==> config.mk <==
export PLATFORM = sky130hd
export DESIGN_NAME = chunked_adder
export DESIGN_NICKNAME = d
export VERILOG_FILES = /design/src/rtl/chunked_adder.sv
export SDC_FILE = /design/constraint.sdc
export NUM_CORES = 1
export LEC_CHECK = 0
export CAP_MARGIN = 40
export CORE_MARGIN = 2
export CORE_UTILIZATION = 56
export DETAILED_ROUTE_END_ITERATION = 10
export HOLD_SLACK_MARGIN = 0.06
export PLACE_DENSITY = 0.89
export SLEW_MARGIN = 30
export SYNTH_ARGS = -nofsm -noshare
export SYNTH_HDL_FRONTEND = slang
export SYNTH_SLANG_ARGS = --single-unit
==> constraint.sdc <==
create_clock -name clk -period 6.2 [get_ports clk]
set_input_delay 0.62 -clock clk [delete_from_list [all_inputs] [get_ports clk]]
set_output_delay 0.62 -clock clk [all_outputs]
set_load 0.02 [all_outputs]
==> images/zoom.png <==
Window x 56 to 81, y 29 to 54 um. Cells in grey, sequential cells in the stronger grey; small squares are vias.
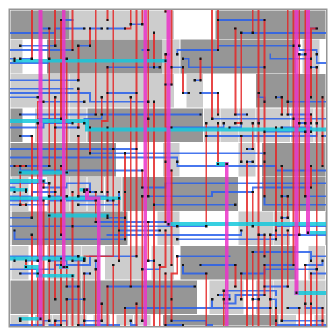
[met3] cyan
[met1] blue
[met4] magenta
[met2] red
sequential cells in the window: 13
cells with their middle in the window: 48
most frequent: nand2_1 (21), dfrtp_1 (13), o21ai_0 (4)

==> images/registers.png <==
Drawn at 2 px/um.
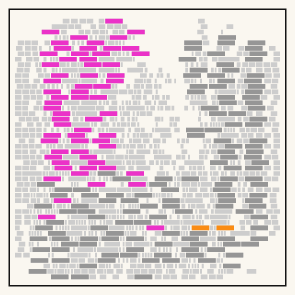
[b_q] magenta | placed flops: 64
[state_q] orange | placed flops: 2
not coloured: 134
sequential power: 0.00226 W
share of the final layout cell area in sequential cells: 0.3896
area taken by flip-flops and latches: 5006 um^2

==> impl_summary.log <==
[flow] collecting metrics
[metrics] Arr. time, crit path: ~4.6 ns
[metrics] number of flops mapped to enable cells by yosys: 0
[metrics] RSZ-0062 raised after global routing: no
[metrics] flip-flop cell with the highest count after synthesis: sky130_fd_sc_hd__dfrtp_1
[metrics] netlist area before placement: ~10000 um^2
[metrics] cell-by-cell listing of the critical path: buf_4, mux4_2, ha_1, a21oi_2, o21ai_0, a31oi_1, a21oi_1, or3_1, a32oi_1, a31oi_1, a21oi_1
[metrics] clk buf depth: 2
[metrics] crit path time final: between 4 and 5 ns
[metrics] Yosys Instances: 999
[metrics] Post-CTS Hold Buffers: 0
[metrics] endpoint type of the worst setup path: flip-flop
[metrics] total core area: about 17000 um^2
[metrics] Syn Nets: around 1200
[metrics] Rel. slew slack: 0.3863
[metrics] maximum number of pins on one net before global-route repair: 91
[metrics] fraction of final layout cells sized beyond drive strength 1: 0.07679
[metrics] Hold Crit Class: in2async
[metrics] outcome: complete, no violations
[metrics] vertical die dimension: 137.5 um
[metrics] Die ar.: approximately 19000 um^2
[metrics] CTS sink cnt: 200
[metrics] share of the core filled with cells in the final layout: 0.7403
[metrics] ys flops: around 200
[metrics] detailed-placement wirelength estimate: around 21000 um
[metrics] Seq/Total Area, Yosys: 0.5015
[metrics] number of placed I/O pins: ~200
[metrics] number of DRC markers after the initial detailed-route iteration: ~860
[metrics] Final Cell Area: 12850 um^2
[metrics] setup skew after layout: about 0.011 ns
[metrics] Maximum Capacitance Violations: 0
[metrics] achievable clock frequency: around 230 MHz
[metrics] Area after DPL: 12240 um^2
[metrics] cell leakage power: between 5 and 6 nW
[metrics] CTS buffer count: 17
[metrics] total length of routed wires: 28710 um
[metrics] Final Power: 0.008161 W
[metrics] H-tree lvl count: 4
[metrics] clock root buffer: sky130_fd_sc_hd__clkbuf_16
[metrics] peak supply drop: between 0.0004 and 0.0005 V
[metrics] Final setup violation count: 0
[metrics] total of buffers placed on input and output ports: between 200 and 250
[metrics] total negative slack: 0 ns
[metrics] initial antenna violation count: 0
[metrics] number of cells on the worst reg-to-reg path: 11
[metrics] Detail Route Antenna Nets: 0
[metrics] clk slew on worst S/H paths: around 0.070 ns
[metrics] Final Max-Slew Violation Tally: 0
[metrics] largest stage delay on the critical path: around 0.66 ns
[metrics] Post-synth ARST share: 1.000
[metrics] vias per cell: 6.080
[metrics] first-pass GRT wire length: about 46000 um
[metrics] total congestion overflow: 0
[metrics] fp_density: 0.5750
[metrics] vias post-DR: 8573
[metrics] synthesized area divided by synthesized cell count: between 9 and 10 um^2
[metrics] number of buffers inserted by post-CTS setup repair: 0
[metrics] kind of start point of the critical path: flip-flop
[metrics] number of optimization iterations in the first detailed-route pass: 5
[metrics] Period Utilization, post-route: 0.6878
[metrics] Commonest cells post-synth: sky130_fd_sc_hd__nand2_1, sky130_fd_sc_hd__dfrtp_1, sky130_fd_sc_hd__o21ai_0, sky130_fd_sc_hd__xnor2_1, sky130_fd_sc_hd__clkbuf_1
[metrics] post-synth area from yosys stat: between 9000 and 10000 um^2
[metrics] DRC viols: 0
[metrics] Register-to-Register Setup Slack: between 1.5 and 2 ns
[metrics] data required time at the worst endpoint: between 6 and 7 ns
[metrics] worst-path cell with the longest stage delay: sky130_fd_sc_hd__mux4_2
[metrics] floorplan die width: 137.5 um
[metrics] Net count, final: between 1000 and 1500
[metrics] gr usage total: 0.3224
[metrics] class of the most critical setup path: reg2reg
[metrics] per-cell routed wire length: about 20 um
[metrics] placer's final routability congestion estimate: 0.9382
[metrics] distinct lib cells: a little under 60
[metrics] number of global-route vias before repair: ~8600
[routing by layer]
metal  wire length, um  track usage  vias up  part of all wire
met5                 0            0        -                 0
met1             11210       0.4160     4144              0.39
met3              2309      0.05776      102             0.080
li1                  -            -     3811                 -
met4              1282       0.1438        0             0.045
met2             13910       0.5357      516              0.48
[cell type report]
cell class                      count  area [um^2]
Sequential cell                   200         5006
Multi-Input combinational cell    729         4727
Fill cell                        1112         4507
Timing Repair Buffer              215         2201
Clock buffer                       20        436.7
Tap cell                          225        281.5
Clock inverter                     12        163.9
Inverter                            9        33.78
[worst max-delay path, delay by kind of cell, from the launching register on]
kind            cells  cell delay (ns)
fa+ha+maj           1             0.44
compound gates      7             1.60
simple gates        1             0.45
flops               1             0.41
buf+inv             1             0.61
mux                 1             0.66
[stage by stage]
| stage | hold slack (ns) | std cells | setup slack [ns] |
|---|---|---|---|
| detailed placement | 0.4630 | 1377 | 2.015 |
| global route | 0.1499 | 1410 | 1.608 |
| floorplan | 0.3244 | 999 | 2.068 |
| CTS | 0.1218 | 1409 | 1.965 |
| finish | 0.1051 | 1410 | 1.935 |
| global placement | 0.4547 | 1372 | 1.954 |
[kinds of logic after synthesis]
group / Yosys count / synth area share
xor gates and xnor gates: 74 / 0.06570
AOI/OAI and AO/OA: 209 / 0.1380
DFF: 200 / 0.5015
buffers and inverters: 70 / 0.02645
and+or+nand+nor: 389 / 0.1636
adders and majority gates: 23 / 0.03034
muxes: 34 / 0.07435
[where the power goes]
group | switching [W] | leakage, nW | total (W) | internal (W)
combinational | 0.00297 | 2.88 | 0.00475 | 0.00178
sequential | 0.000412 | 2.57 | 0.00226 | 0.00185
clock | 0.000507 | 0.290 | 0.00115 | 0.000643
total | 0.00389 | 5.74 | 0.00816 | 0.00427
[placed cells by master (no fill, tap or decap), drive strengths merged, types with 7 or more instances in the layout]
master / synthesis / layout
o21ai: 102 / 102
buf: 6 / 14
nor2: 19 / 19
dfrtp: 200 / 200
clkdlybuf4s50: 0 / 200
clkbuf: 55 / 21
xnor2: 69 / 69
nand2: 304 / 304
and2: 7 / 7
nor3: 7 / 7
ha: 21 / 21
a21o: 7 / 7
a22o: 42 / 42
nor4: 12 / 12
nand3: 9 / 9
a21oi: 25 / 25
mux4: 32 / 32
inv: 9 / 14
Power is estimated from default activity; no workload was simulated.
